<file path="config.mk">
export PLATFORM = sky130hd
export DESIGN_NAME = fix_field_arbiter
export DESIGN_NICKNAME = d
export VERILOG_FILES = /design/src/rtl/fix_field_arbiter.sv
export SDC_FILE = /design/constraint.sdc
export NUM_CORES = 1
export LEC_CHECK = 0
export ABC_CLOCK_PERIOD_IN_PS = 5300
export CORE_AREA = 2 2 355 357
export CTS_BUF_LIST = sky130_fd_sc_hd__clkbuf_8 sky130_fd_sc_hd__clkbuf_16
export DETAILED_ROUTE_END_ITERATION = 12
export DIE_AREA = 0 0 357 359
export PLACE_DENSITY_LB_ADDON = 0.3
export SLEW_MARGIN = 20
export SYNTH_ARGS = -nofsm -noshare
export SYNTH_HDL_FRONTEND = slang
export SYNTH_SLANG_ARGS = --single-unit
</file>
<file path="constraint.sdc">
create_clock -name clk -period 5.3 [get_ports clk]
set_input_delay 1.59 -clock clk [delete_from_list [all_inputs] [get_ports clk]]
set_output_delay 1.59 -clock clk [all_outputs]
set_load 0.005 [all_outputs]
</file>
<file path="src/rtl/fix_field_arbiter.sv">
// fix_field_arbiter
//
// Round-robin, message-atomic arbiter. Drains tag/value FIFO pairs from
// N_LANES FIX parser lanes onto one tag/value stream. A lane is granted on a
// header field (tag "8") and keeps the grant until its trailer field
// (tag "10") has been handed downstream, so fields of different messages
// never interleave. Messages reaching MAX_FIELDS without a trailer are
// force-closed. Fields that arrive outside a message are dropped.
//
// Ports
//   clk, rst          clock (rising edge), asynchronous active-low reset
//   t_empty_i/v_empty_i  per-lane tag/value FIFO empty flags
//   tag_i/value_i     per-lane FIFO read data (valid the cycle after a read)
//   t_rd_o/v_rd_o     per-lane FIFO read strobes (rd_cs and rd_en)
//   out_valid_o/out_ready_i  output handshake
//   out_tag_o, out_value_o, out_lane_o, out_som_o, out_eom_o  output field
//   err_orphan_o      pulse: orphan field dropped
//   err_trunc_o       pulse: message truncated at MAX_FIELDS
//   msg_count_o       completed messages (wraps)
//   drop_count_o      dropped orphan fields (saturates)
//   dbg_state_o       current FSM state
//
// Handshake: a field transfers on a cycle where out_valid_o and out_ready_i
// are both high. Once out_valid_o rises it stays high, with every out_*
// field unchanged, until that transfer happens. out_ready_i may be driven
// freely and is only looked at while out_valid_o is high.

module fix_field_arbiter #(
    parameter int N_LANES    = 2,
    parameter int MAX_FIELDS = 64
) (
    input  logic                   clk,
    input  logic                   rst,
    input  logic [N_LANES-1:0]     t_empty_i,
    input  logic [N_LANES-1:0]     v_empty_i,
    input  logic [32*N_LANES-1:0]  tag_i,
    input  logic [256*N_LANES-1:0] value_i,
    output logic [N_LANES-1:0]     t_rd_o,
    output logic [N_LANES-1:0]     v_rd_o,
    output logic                   out_valid_o,
    input  logic                   out_ready_i,
    output logic [31:0]            out_tag_o,
    output logic [255:0]           out_value_o,
    output logic [2:0]             out_lane_o,
    output logic                   out_som_o,
    output logic                   out_eom_o,
    output logic                   err_orphan_o,
    output logic                   err_trunc_o,
    output logic [15:0]            msg_count_o,
    output logic [7:0]             drop_count_o,
    output logic [2:0]             dbg_state_o
);

    localparam int              CW      = $clog2(MAX_FIELDS + 1);
    localparam logic [CW-1:0]   MAX_CNT = CW'(MAX_FIELDS);
    localparam logic [31:0]     TAG_SOM = 32'h0000_0038;
    localparam logic [31:0]     TAG_EOM = 32'h0000_3130;

    typedef enum logic [2:0] {
        IDLE = 3'd0,
        READ = 3'd1,
        CAPT = 3'd2,
        SEND = 3'd3,
        WAIT = 3'd4
    } state_t;

    state_t               state, state_nx;
    logic [2:0]           rr;
    logic [2:0]           grant;
    logic [2:0]           grant_nx;
    logic                 locked;
    logic [CW-1:0]        fcount;
    logic [CW-1:0]        fcount_nx;
    logic [N_LANES-1:0]   eligible;
    logic [N_LANES-1:0]   grant_onehot;
    logic                 grant_elig;
    logic                 any_elig;
    logic [2:0]           pick;
    logic [2:0]           hi_pick;
    logic [2:0]           lo_pick;
    logic                 hi_found;
    logic [31:0]          sel_tag;
    logic [255:0]         sel_value;
    logic                 is_som;
    logic                 is_eom;
    logic                 trunc_hit;

    // A lane is only eligible when both halves can be popped together.
    assign eligible    = ~t_empty_i & ~v_empty_i;
    assign grant_nx    = (grant == 3'(N_LANES - 1)) ? 3'd0 : grant + 3'd1;
    assign fcount_nx   = fcount + CW'(1);
    assign is_som      = (sel_tag == TAG_SOM);
    assign is_eom      = (sel_tag == TAG_EOM);
    // The field that brings the count to the limit closes the message.
    assign trunc_hit   = locked && (fcount_nx == MAX_CNT) && !is_eom;
    assign dbg_state_o = state;

    // Round-robin pick: lowest eligible lane at or above rr, otherwise the
    // lowest eligible lane overall (the wrap-around case).
    always_comb begin
        any_elig = |eligible;
        hi_found = 1'b0;
        hi_pick  = 3'd0;
        lo_pick  = 3'd0;
        for (int k = N_LANES - 1; k >= 0; k--) begin
            if (eligible[k]) begin
                lo_pick = 3'(k);
                if (3'(k) >= rr) begin
                    hi_found = 1'b1;
                    hi_pick  = 3'(k);
                end
            end
        end
        pick = hi_found ? hi_pick : lo_pick;
    end

    // Granted-lane selection of read data and eligibility.
    always_comb begin
        sel_tag      = '0;
        sel_value    = '0;
        grant_elig   = 1'b0;
        grant_onehot = '0;
        for (int k = 0; k < N_LANES; k++) begin
            if (grant == 3'(k)) begin
                sel_tag         = tag_i[32*k +: 32];
                sel_value       = value_i[256*k +: 256];
                grant_elig      = eligible[k];
                grant_onehot[k] = 1'b1;
            end
        end
    end

    always_ff @(posedge clk or negedge rst) begin
        if (!rst) begin
            state <= IDLE;
        end else begin
            state <= state_nx;
        end
    end

    always_comb begin
        state_nx     = state;
        t_rd_o       = '0;
        v_rd_o       = '0;
        out_valid_o  = 1'b0;
        err_orphan_o = 1'b0;
        err_trunc_o  = 1'b0;
        case (state)
            IDLE: begin
                if (any_elig) state_nx = READ;
            end
            READ: begin
                t_rd_o   = grant_onehot;
                v_rd_o   = grant_onehot;
                state_nx = CAPT;
            end
            CAPT: begin
                if (!locked && !is_som) begin
                    err_orphan_o = 1'b1;
                    state_nx     = IDLE;
                end else begin
                    err_trunc_o = trunc_hit;
                    state_nx    = SEND;
                end
            end
            SEND: begin
                out_valid_o = 1'b1;
                if (out_ready_i) begin
                    if (out_eom_o)       state_nx = IDLE;
                    else if (grant_elig) state_nx = READ;
                    else                 state_nx = WAIT;
                end
            end
            WAIT: begin
                if (grant_elig) state_nx = READ;
            end
            default: state_nx = IDLE;
        endcase
    end

    always_ff @(posedge clk or negedge rst) begin
        if (!rst) begin
            rr           <= 3'd0;
            grant        <= 3'd0;
            locked       <= 1'b0;
            fcount       <= '0;
            out_tag_o    <= '0;
            out_value_o  <= '0;
            out_lane_o   <= 3'd0;
            out_som_o    <= 1'b0;
            out_eom_o    <= 1'b0;
            msg_count_o  <= '0;
            drop_count_o <= '0;
        end else begin
            if (state == IDLE && any_elig) grant <= pick;

            if (state == CAPT) begin
                out_tag_o   <= sel_tag;
                out_value_o <= sel_value;
                out_lane_o  <= grant;
                if (!locked) begin
                    out_som_o <= is_som;
                    out_eom_o <= 1'b0;
                    if (is_som) begin
                        locked <= 1'b1;
                        fcount <= CW'(1);
                    end else begin
                        if (drop_count_o != 8'hFF) drop_count_o <= drop_count_o + 8'd1;
                        rr <= grant_nx;
                    end
                end else begin
                    // A header inside a message is just another field.
                    out_som_o <= 1'b0;
                    out_eom_o <= is_eom || trunc_hit;
                    fcount    <= fcount_nx;
                end
            end

            if (state == SEND && out_ready_i && out_eom_o) begin
                locked      <= 1'b0;
                rr          <= grant_nx;
                msg_count_o <= msg_count_o + 16'd1;
            end
        end
    end

endmodule

</file>
run_1/gates.png
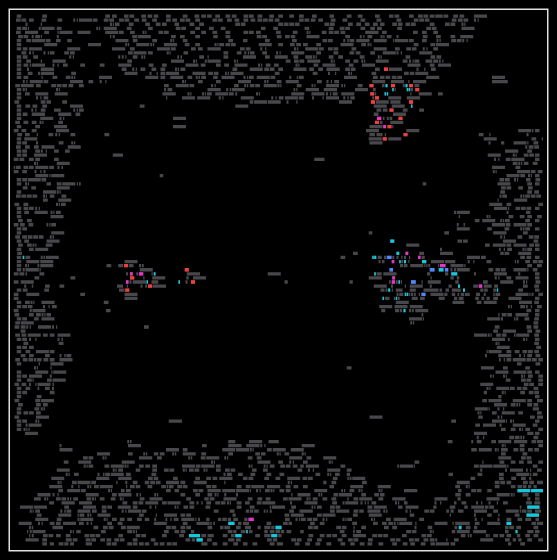
- blue: non-inverting ao/oa cells (cells 6; where east)
- red: xor and xnor cells (cells 21)
- magenta: and/or cells (cells 13)
- cyan: nor cells (cells 46)

run_1/m2.png
Bar = 100 um.
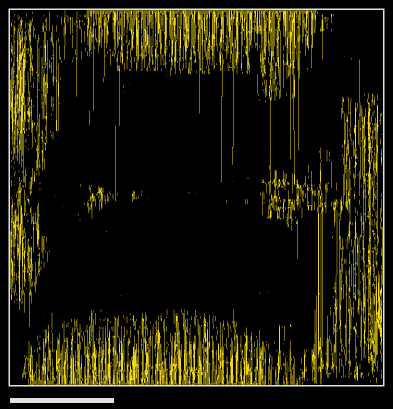
- nets with wire on the layer: 2455
- wire length on this layer: 35.5 mm
- share of all routed wire: 47%
- longest straight run: 147 um

==> run summary, run 1 <==
fresh numbers from the pnr run: Leak 12.2 nW, hold path depth 1, WL final 75.4 mm, total core area 0.125 mm2, Max Buffers Root-to-Sink 3, Mapped Area 0.0152 mm2, RSZ-0062 raised after global routing false, DR vias 14289, area leader, netlist dfrtp_1, DIE WIDTH 357 um, Dominant flop cell dfrtp_1, Reg clk slew, reported paths 0.05 ns, largest net degree at the start of global routing 218, top cells by area dfrtp_1 (54%), mux2i_1 (19%), o21ai_0 (9.8%), nand2_1 (7.6%), clkbuf_1 (2.3%), Yosys cell types 50, drt pass-1 iters 5, status completed, Mapped Cells 1482, number of global-route vias before repair 14459, fillers 13624, Worst Tran Pin Value 0.968 ns, Setup Crit Path Kind in2out, Flop area 0.00821 mm2, RR Endpoint out_value_o[25]$_DFFE_PN0P_, setup TNS 0 ns, Power Density 503 mW/mm2, area growth from synthesis to layout 84.9%, Post-Place Cells 4009, Hold Crit Class reg2reg, clock net sink count 328, max_cap viols 0, DP HPWL 60.5 mm, Worst VDD drop 0.359 mV, FP Util 12.2%, Worst Min Path Start msg_count_o[15]$_DFFE_PN0P_, CTS buffer count 43, Hold Violations, Final 0, R2R depth 5, async set-reset flop share out of synthesis 100%, CTS Hold Bufs 0, H-tree depth 2, first-pass GRT wire length 105 mm, Synth Seq Share 53.9%, chip height 359 um, Final nets 2993, WHS Endpoint msg_count_o[15]$_DFFE_PN0P_, Crit-path slowest cell or4_4, min Tclk post-route 5.17 ns, Routed Antenna Nets 0, final estimated routing congestion in global placement 0.835, family with the most delay on the worst path simple AND/OR/NAND/NOR gates, clk_skew 0.0186 ns, number of port buffers 907, Slew headroom 35.5%, Final period util 97.6%, DR vias/cell 3.50, number of OpenROAD warnings 36, Clock Latency Late Sink 0.59 ns, CTS tree yes, CP arrival 3.58 ns, Rows 130, die footprint 0.128 mm2, pins over their slew limit 0, final global-route overflow total 0, final cell count without fillers 4088, # Cells Yosys 1482, Achievable Freq 193 MHz, crit end category primary output, Comb gate area 0.00672 mm2, Top cell area share 53.9%, required time of the critical path 3.71 ns, Crit path largest cell delay 0.52 ns, total global-route track usage 11.4%, number of enable flip-flop cells 0, syn_area_per_cell 10.3 um2, Ys Warns 0, Yosys chip area 0.0152 mm2, post-DR wirelength/cell 18.4 um, Reg-to-Reg Start dbg_state_o[0]$_DFFE_PN0P_, Final Setup Violations 0, Root Buffer clkbuf_16, CP Launch Type input port, layout cell share with drive strength beyond 1 7.07%, critical-path cell list dlygate4sd2_1 > or4_4 > o41ai_4 > buf_6 > nand3_4 > a21o_1 > nor3b_2 > buf_2, I/O pins 910, initial antenna violation count 8, critical path peak fanout 2, Buf/Inv on CP 3, ys flops 328, DRT iter0 DRCs 619, drt drc 0, flop2flop setup slack 1.93 ns
run_1/m3.png
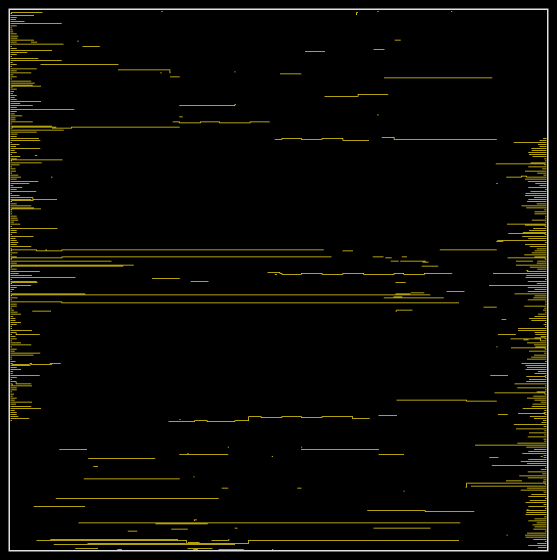
- share of all routed wire: 10%
- wire length on this layer: 7710 um
- nets with wire on the layer: 452
- longest straight run: 278 um

==> run 1: synth_stat cells (6+ instances only) <==
cell type	instances
dfrtp_1	328
nand2_1	310
o21ai_0	298
mux2i_1	290
clkbuf_1	94
nor2_1	19
xnor2_1	15
nand3_1	14
a21oi_1	11
nor3_1	11
nand4_1	9
nor4_1	7
buf_2	6
nor4b_1	6
xor2_1	6
==> run 1: flip-flops by register name (all words and copies together) (netlist names) <==
register / flops
fcount: 7
drop_count_o: 8
locked: 1
msg_count_o: 16
out_lane_o: 1
out_tag_o: 32
out_som_o: 1
out_eom_o: 1
grant: 1
rr: 1
out_value_o: 256
dbg_state_o: 3
==> run 1: cell usage in the layout (no fill, tap or decap), types with 8 or more instances in the layout <==
cell type and n:
xnor2_1 15, dfrtp_1 327, clkdlybuf4s50_1 876, nor2_1 19, nor3_1 10, clkbuf_8 9
a21oi_1 11, dlymetal6s2s_1 24, clkbuf_16 45, o21ai_0 298, clkinv_2 8, inv_1 9
buf_4 68, nand4_1 9, nand2_1 310, mux2i_1 289, nand3_1 14
==> run 1: what timing repair did <==
item,4_1_cts,5_1_grt
buffers inserted,1,1
pin swaps,6,15
endpoints found under the setup margin,2,2
resized,21,36
==> run 1: worst max path at each step <==
stage | slack, ns | start | end | cells past startpoint
after floorplan | 0.55 | tag_i[62] | err_trunc_o | 6
after global placement | -0.67 | tag_i[41] | err_trunc_o | 10
after detailed placement | -0.66 | tag_i[41] | err_trunc_o | 10
after CTS | 0.0001 | tag_i[7] | err_trunc_o | 10
after global routing | 0.004 | tag_i[54] | err_trunc_o | 10
final | 0.13 | tag_i[56] | err_trunc_o | 8
==> run 1: through the flow <==
stage	power [mW]	hold slack, ns	worst slack, ns	util, %	area (um2)
after CTS	14.5	0.476	0.0000961	22.5	28000
final	14.2	0.474	0.128	22.6	28200
after floorplan	7.31	0.465	0.546	-	15200
after global placement	11.4	0.459	-0.665	21.3	26600
after global routing	15.3	0.492	0.00385	22.6	28200
after detailed placement	11.5	0.469	-0.659	21.3	26600
==> run 1: final cells by class <==
type | instances | area share (%)
Multi-Input combinational cell | 1044 | 23.8
Antenna cell | 6 | 0.0533
Timing Repair Buffer | 984 | 34.8
Inverter | 5 | 0.0666
Clock buffer | 54 | 4.44
Clock inverter | 17 | 0.382
Tap cell | 1650 | 7.33
Sequential cell | 328 | 29.1
==> run 1: power breakdown <==
part           total (mW)  internal, mW  switching, mW
sequential           4.44          3.70          0.742
clock                2.89          1.69           1.20
combinational        6.84          3.61           3.23
total                14.2          9.00           5.17
==> run 1: metal layers <==
metal  vias to the layer above  routed length [um]  GRT usage, %
li1                       7004                   -             -
met1                      6641               30200          13.4
met2                       551               35500          18.8
met3                        87                7710          4.49
met4                         6                1970          3.34
met5                         -                  36             0
==> run 1: logic make-up (layout without fill, tap and decap cells) <==
family                     after synthesis  count (layout)  synth area share (%)
and+or+nand+nor                        398             398                  11.0
muxes                                  293             293                  19.3
DFF                                    328             328                  53.9
buffers and inverters                  111            1060                  2.98
adders and majority gates                4               4                 0.328
xor gates and xnor gates                21              21                  1.21
other                                    1               8                0.0246
AOI/OAI and AO/OA                      326             326                  11.3
==> run 2: changes to the inputs <==
--- a/config.mk
+++ b/config.mk
@@ -5,7 +5,6 @@
 export SDC_FILE = /design/constraint.sdc
 export NUM_CORES = 1
 export LEC_CHECK = 0
-export ABC_CLOCK_PERIOD_IN_PS = 5300
 export CORE_AREA = 2 2 355 357
 export CTS_BUF_LIST = sky130_fd_sc_hd__clkbuf_8 sky130_fd_sc_hd__clkbuf_16
 export DETAILED_ROUTE_END_ITERATION = 12
==> run 2 against run 1 <==
Critical path depth unchanged. Flip-flop count unchanged. Design area unchanged. Via count unchanged. Register-to-register slack about the same. Wire length unchanged. Worst setup slack unchanged. First-iteration DRC count unchanged. Clock skew unchanged. Hold slack unchanged. Cell count unchanged. Critical path type unchanged. Largest cell class unchanged.
==> run summary, run 2 <==
fresh numbers from the pnr run: R2R depth 5 (unchanged), final estimated routing congestion in global placement 0.835 (unchanged), Clock Latency Late Sink 0.59 ns (about the same), most instantiated logic cell after routing clkdlybuf4s50_1, FP Util 12.2% (unchanged), cell depth of the worst setup path 8 (unchanged), pins over their slew limit 0 (unchanged), area growth from synthesis to layout 84.9% (unchanged), status completed, Achievable Freq 193 MHz (unchanged), Comb power frac 48.3% (about the same), DR vias 14289 (unchanged), drt drc 0 (unchanged), required time of the critical path 3.71 ns (about the same), Buf/Inv on CP 3 (unchanged), Worst VDD drop 0.359 mV (unchanged), Hold Violations, Final 0 (unchanged), Final nets 2993 (unchanged), Switching Share 36.5% (unchanged), critical-path cell list dlygate4sd2_1 > or4_4 > o41ai_4 > buf_6 > nand3_4 > a21o_1 > nor3b_2 > buf_2, biggest regs out_value_o: 256 flops, out_tag_o: 32 flops, msg_count_o: 16 flops, max_cap viols 0 (unchanged), CTS tree yes, layout cell share with drive strength beyond 1 7.07% (unchanged), Yosys chip area 0.0152 mm2 (unchanged), Final Setup Violations 0 (unchanged), largest net degree at the start of global routing 218 (unchanged), number of global-route vias before repair 14459 (unchanged), Ys Warns 0 (unchanged), flop2flop setup slack 1.93 ns (about the same), Final period util 97.6% (unchanged), CTS buffer count 43 (unchanged), Synth Seq Share 53.9% (unchanged), family with the most delay on the worst path simple AND/OR/NAND/NOR gates, number of port buffers 907 (unchanged), chip height 359 um (unchanged), async set-reset flop share out of synthesis 100% (unchanged), Top cell area share 53.9% (unchanged), number of OpenROAD warnings 36 (unchanged), Crit path largest cell delay 0.52 ns (about the same), final cell count without fillers 4088 (unchanged), H-tree depth 2 (unchanged), CP arrival 3.58 ns (about the same), # Cells Yosys 1482 (unchanged), WL final 75.4 mm (unchanged), DIE WIDTH 357 um (unchanged), Dominant flop cell dfrtp_1, Mapped Cells 1482 (unchanged), die footprint 0.128 mm2 (unchanged), Reg clk slew, reported paths 0.05 ns (about the same), Mapped Area 0.0152 mm2 (unchanged), Max Buffers Root-to-Sink 3 (unchanged), ys flops 328 (unchanged), CP Launch Type input port, crit end category primary output, clk_skew 0.0186 ns (unchanged), first-pass GRT wire length 105 mm (unchanged), sequential power share 31.3% (about the same), Root Buffer clkbuf_16, Critical Path Start tag_i[56]
[run 2: how the worst min path moves through the flow]
stage | slack (ns) | end | depth (start not counted) | start
after floorplan | 0.46 | msg_count_o[15]$_DFFE_PN0P_ | 1 | msg_count_o[15]$_DFFE_PN0P_
after global placement | 0.46 | msg_count_o[15]$_DFFE_PN0P_ | 1 | msg_count_o[15]$_DFFE_PN0P_
after detailed placement | 0.47 | out_value_o[201]$_DFFE_PN0P_ | 2 | out_value_o[201]$_DFFE_PN0P_
after CTS | 0.48 | msg_count_o[15]$_DFFE_PN0P_ | 1 | msg_count_o[15]$_DFFE_PN0P_
after global routing | 0.49 | msg_count_o[15]$_DFFE_PN0P_ | 1 | msg_count_o[15]$_DFFE_PN0P_
final | 0.47 | msg_count_o[15]$_DFFE_PN0P_ | 1 | msg_count_o[15]$_DFFE_PN0P_
[run 2: routing by layer]
layer	routed length, um	global-route usage, %	up-vias
li1	-	-	7004
met1	30200	13.4	6641
met2	35500	18.8	551
met3	7710	4.49	87
met4	1970	3.34	6
met5	36	0	-
[run 2: repair_timing]
item / CTS / global route
pin swaps: 6 / 15
hold buffers: 0 / 0
gates resized: 21 / 36
setup endpoints to repair: 2 / 2
buffers inserted: 1 / 1
[run 2: logic make-up (layout without fill, tap and decap cells)]
group,after synthesis,count (layout),share of synthesized area [%]
simple gates,398,398,11.0
fa+ha+maj,4,4,0.328
flops,328,328,53.9
buf+inv,111,1060,2.98
compound gates,326,326,11.3
mux,293,293,19.3
other cells,1,8,0.0246
xor+xnor,21,21,1.21
[run 2: stage by stage]
| stage | cell area (um2) | setup WS (ns) | power [mW] | hold WS [ns] | TNS, ns |
|---|---|---|---|---|---|
| 2_1_floorplan | 15200 | 0.546 | 7.31 | 0.465 | 0 |
| 3_3_place_gp | 26600 | -0.665 | 11.4 | 0.459 | -0.820 |
| 3_5_place_dp | 26600 | -0.659 | 11.5 | 0.469 | -0.779 |
| 4_1_cts | 28000 | 0.0000961 | 14.5 | 0.476 | 0 |
| 5_1_grt | 28200 | 0.00385 | 15.3 | 0.492 | 0 |
| 6_report | 28200 | 0.128 | 14.2 | 0.474 | 0 |
[run 2: power groups by stage]
stage | logic [mW] | clock network, mW | registers, mW
final | 6.84 | 2.89 | 4.44
after global placement | 7.01 | 0 | 4.44
after global routing | 7.53 | 3.13 | 4.61
after detailed placement | 7.01 | 0 | 4.48
after CTS | 7.03 | 3.06 | 4.46
after floorplan | 2.89 | 0 | 4.42
[run 2: cell type report]
cell class	instances	area [um2]
clock inverter	17	108
timing repair buffer	984	9800
antenna	6	15.0
sequential	328	8210
multi-input combinational	1044	6720
tap	1650	2060
clock buffer	54	1250
fill	13624	96400
inverter	5	18.8
[run 2: worst register-to-register path, cell delays in order, from the launching register on]
cell     delay [ns]
dfrtp_1        0.57
or3_4          0.22
buf_12         0.51
buf_4          0.86
buf_4          0.74
o21ai_0        0.30
run_2/gates.png
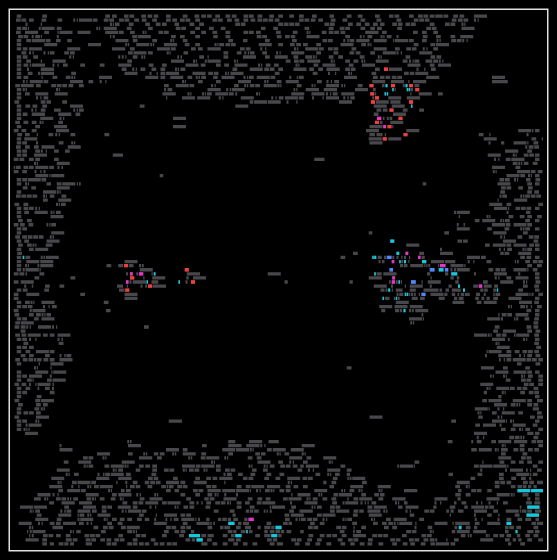
- magenta: and/or cells (cells 13)
- red: xor and xnor cells (cells 21)
- cyan: nor cells (cells 46)
- blue: non-inverting ao/oa cells (cells 6; where east)

run_2/congestion_map.png
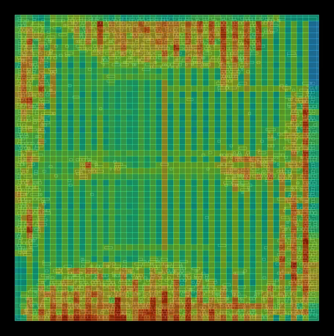
final core utilization: 22.6%
total global-route track usage: 11.4%

Power is estimated from default activity; no workload was simulated.
